File: src/rtl/ppo_result_router.sv
// ppo_result_router
//   Return path of the systolic array. Each result row is steered to one of
//   four phase sinks: 0 inf, 1 fw, 2 bw, 3 wu. The phase is latched once per
//   pass of ROWS_PER_PASS rows. A 2-entry FIFO sits between the array output
//   and sink back-pressure.
// Ports
//   clk, rst             rising-edge clock, synchronous active-high reset
//   mode_in, mode_load   phase for the next pass, 1-cycle strobe to start it
//   busy                 a pass is in progress
//   in_data/valid/ready  row stream from the array
//   out_data             FIFO head row, shared by all sinks
//   out_valid/out_ready  per-sink handshake; only bit[mode] is active
//   row_idx              index within the pass of the row on out_data
//   pass_done            1-cycle pulse after the last row of a pass leaves
//   pass_cnt             completed passes, wrapping
module ppo_result_router #(
  parameter int dataWidth     = 32,
  parameter int SysDimension  = 16,
  parameter int ROWS_PER_PASS = 16,
  parameter int CNT_W         = 16
) (
  input  logic                                  clk,
  input  logic                                  rst,
  input  logic [1:0]                            mode_in,
  input  logic                                  mode_load,
  output logic                                  busy,
  input  logic [dataWidth*SysDimension-1:0]     in_data,
  input  logic                                  in_valid,
  output logic                                  in_ready,
  output logic [dataWidth*SysDimension-1:0]     out_data,
  output logic [3:0]                            out_valid,
  input  logic [3:0]                            out_ready,
  output logic [$clog2(ROWS_PER_PASS)-1:0]      row_idx,
  output logic                                  pass_done,
  output logic [CNT_W-1:0]                      pass_cnt
);

  localparam int ROW_W = dataWidth * SysDimension;
  localparam int IDX_W = $clog2(ROWS_PER_PASS);
  localparam int ACC_W = $clog2(ROWS_PER_PASS + 1);
  localparam logic [ACC_W-1:0] ACC_LAST = ACC_W'(ROWS_PER_PASS - 1);
  localparam logic [ACC_W-1:0] ACC_FULL = ACC_W'(ROWS_PER_PASS);

  typedef enum logic [1:0] {IDLE, RUN, DRAIN} state_t;

  state_t             state_reg, state_next;
  logic [1:0]         mode_reg;
  logic [ROW_W-1:0]   head_reg;   // FIFO head, drives out_data directly
  logic [ROW_W-1:0]   tail_reg;   // second FIFO entry
  logic [1:0]         count_reg;
  logic [ACC_W-1:0]   acc_reg;    // rows accepted in the current pass
  logic [IDX_W-1:0]   row_idx_reg;
  logic               pass_done_reg;
  logic [CNT_W-1:0]   pass_cnt_reg;

  logic in_ready_int, push, pop, last_pop;

  // in_ready depends on registered state only, so sink ready never reaches
  // the array side combinationally; a full FIFO that pops delays the next push.
  always_comb begin
    in_ready_int = (state_reg == RUN) && (count_reg != 2'd2) && (acc_reg < ACC_FULL);
    push         = in_valid && in_ready_int;
    pop          = (count_reg != 2'd0) && out_ready[mode_reg];
    // No pushes happen in DRAIN, so popping the only entry ends the pass.
    last_pop     = (state_reg == DRAIN) && pop && (count_reg == 2'd1);
  end

  always_comb begin
    state_next = state_reg;
    case (state_reg)
      IDLE:    if (mode_load) state_next = RUN;
      RUN:     if (push && (acc_reg == ACC_LAST)) state_next = DRAIN;
      DRAIN:   if (last_pop) state_next = IDLE;
      default: state_next = IDLE;
    endcase
  end

  always_comb begin
    out_valid           = 4'b0000;
    out_valid[mode_reg] = (count_reg != 2'd0);
  end

  always_ff @(posedge clk) begin
    if (rst) begin
      state_reg     <= IDLE;
      mode_reg      <= 2'b00;
      head_reg      <= '0;
      tail_reg      <= '0;
      count_reg     <= 2'd0;
      acc_reg       <= '0;
      row_idx_reg   <= '0;
      pass_done_reg <= 1'b0;
      pass_cnt_reg  <= '0;
    end else begin
      state_reg     <= state_next;
      pass_done_reg <= last_pop;
      if (last_pop) pass_cnt_reg <= pass_cnt_reg + CNT_W'(1);

      if ((state_reg == IDLE) && mode_load) begin
        mode_reg    <= mode_in;
        acc_reg     <= '0;
        row_idx_reg <= '0;
      end else begin
        if (push) acc_reg <= acc_reg + ACC_W'(1);
        if (pop)  row_idx_reg <= row_idx_reg + IDX_W'(1);
      end

      // Head stays put when the FIFO drains empty, so out_data keeps the last row.
      case ({push, pop})
        2'b10: begin
          if (count_reg == 2'd0) head_reg <= in_data;
          else                   tail_reg <= in_data;
          count_reg <= count_reg + 2'd1;
        end
        2'b01: begin
          if (count_reg == 2'd2) head_reg <= tail_reg;
          count_reg <= count_reg - 2'd1;
        end
        // Simultaneous push and pop is only possible with one entry held.
        2'b11:   head_reg <= in_data;
        default: ;
      endcase
    end
  end

  assign busy      = (state_reg != IDLE);
  assign in_ready  = in_ready_int;
  assign out_data  = head_reg;
  assign row_idx   = row_idx_reg;
  assign pass_done = pass_done_reg;
  assign pass_cnt  = pass_cnt_reg;

endmodule

File: config.mk
export PLATFORM = sky130hd
export DESIGN_NAME = ppo_result_router
export DESIGN_NICKNAME = d
export VERILOG_FILES = /design/src/rtl/ppo_result_router.sv
export SDC_FILE = /design/constraint.sdc
export NUM_CORES = 2
export LEC_CHECK = 0
export CAP_MARGIN = 15
export CORE_AREA = 3 3 418 420
export CTS_BUF_LIST = sky130_fd_sc_hd__clkbuf_4 sky130_fd_sc_hd__clkbuf_8
export DETAILED_ROUTE_END_ITERATION = 10
export DIE_AREA = 0 0 421 423
export PLACE_DENSITY = 0.54
export SLEW_MARGIN = 20
export SYNTH_ARGS = -nofsm -noshare
export SYNTH_HDL_FRONTEND = slang
export SYNTH_SLANG_ARGS = --single-unit
File: constraint.sdc
create_clock -name clk -period 9.1 [get_ports clk]
set_clock_uncertainty 0.05 [all_clocks]
set_input_delay 0.91 -clock clk [delete_from_list [all_inputs] [get_ports clk]]
set_output_delay 0.91 -clock clk [all_outputs]
set_load 0.01 [all_outputs]
==> run notes <==
flow finished, numbers: status completed, Worst Setup SP count_reg[0], Compound Share, Synth 16.1%, Pins Over Slew Limit 0, Layout clock area frac approximately 7.1%, CTS Buffer Depth 3, sequential element share of the synthesized area between 50% and 60%, GRT met3 Usage about 5%, Comb group about 7.1 mW, HP Start tail_reg[505], fin crit period ~4600 ps, highest metal used met5, Final Hold Slack 402 ps, highest-power group combinational cells, most frequent cells in the layout clkdlybuf4s50_1, dfxtp_1, nand2_1, post-cts resize count 0, Cells after Synth 4687, met2 Resource Use GR a little over a quarter, Final WS setup approximately 4500 ps, Dominant combinational family AND-OR/OR-AND gates
Figure 1. Ports around the boundary.
Pins as bars across the die edge, other pins in gray.
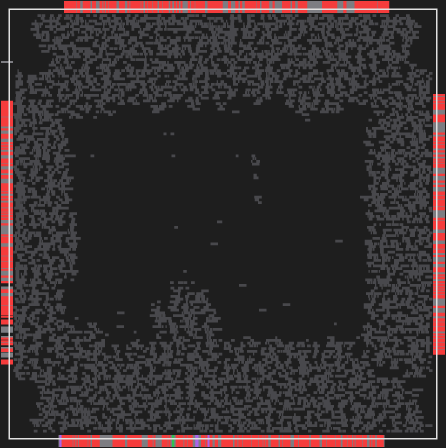
in_data: in red, pins 512, direction input, edge 165 north, 159 south, 98 west, 90 east. out_valid: in purple, pins 4, direction output, edge south. mode_load: in green, pins 1, direction input, edge south.
All pins by edge: 349 south, 348 north, 189 east, 175 west.
Die H: 423 µm
Die Width: 421 µm
# port buffers: 1060

Figure 2. Clock distribution.
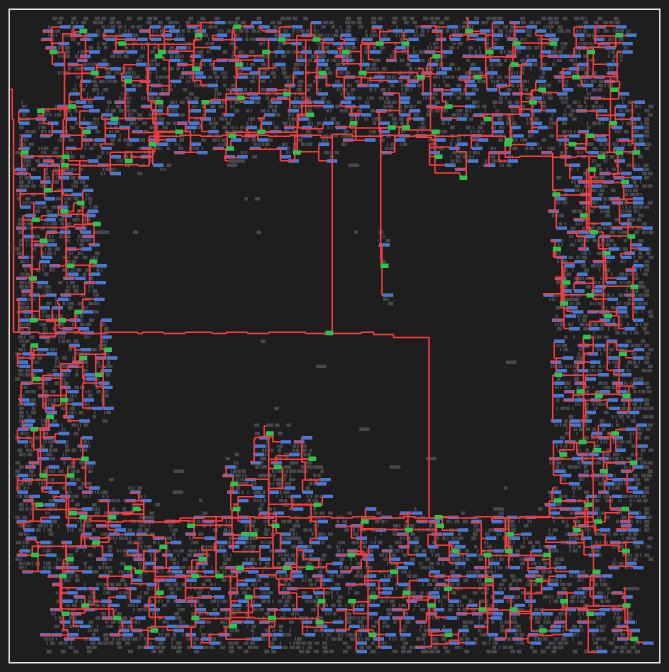
clock wires: in red, length 15900 µm. cells driving clock nets: in green, count 191. flip-flops: in blue, count 1056.
There are 192 routed clock nets. Position of the flops: all over the die.

Figure 3. Clock nets.
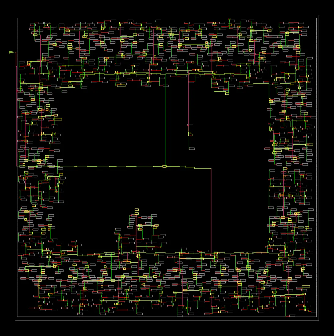
clock sink count: 1056
cts bufs inserted: 191
clock-net power: 4.75 mW

Figure 4. Metal 4.
Bar = 100 µm.
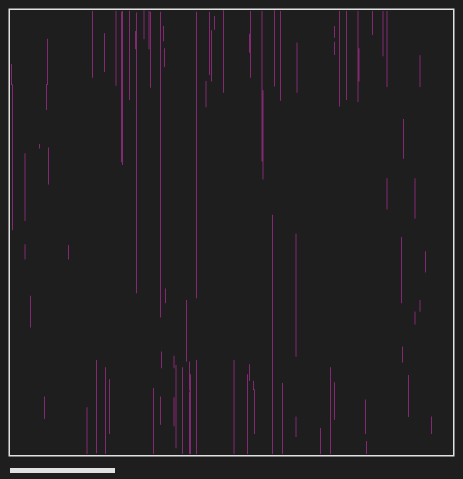
The wires run mostly vertical. 61 nets have wire on it. The longest straight run is 290 µm. The layer carries 5210 µm of wire.
Total Wirelength: 151 mm
via count: 36100

Power figures rest on the tool's default switching activity, not on a simulated workload.
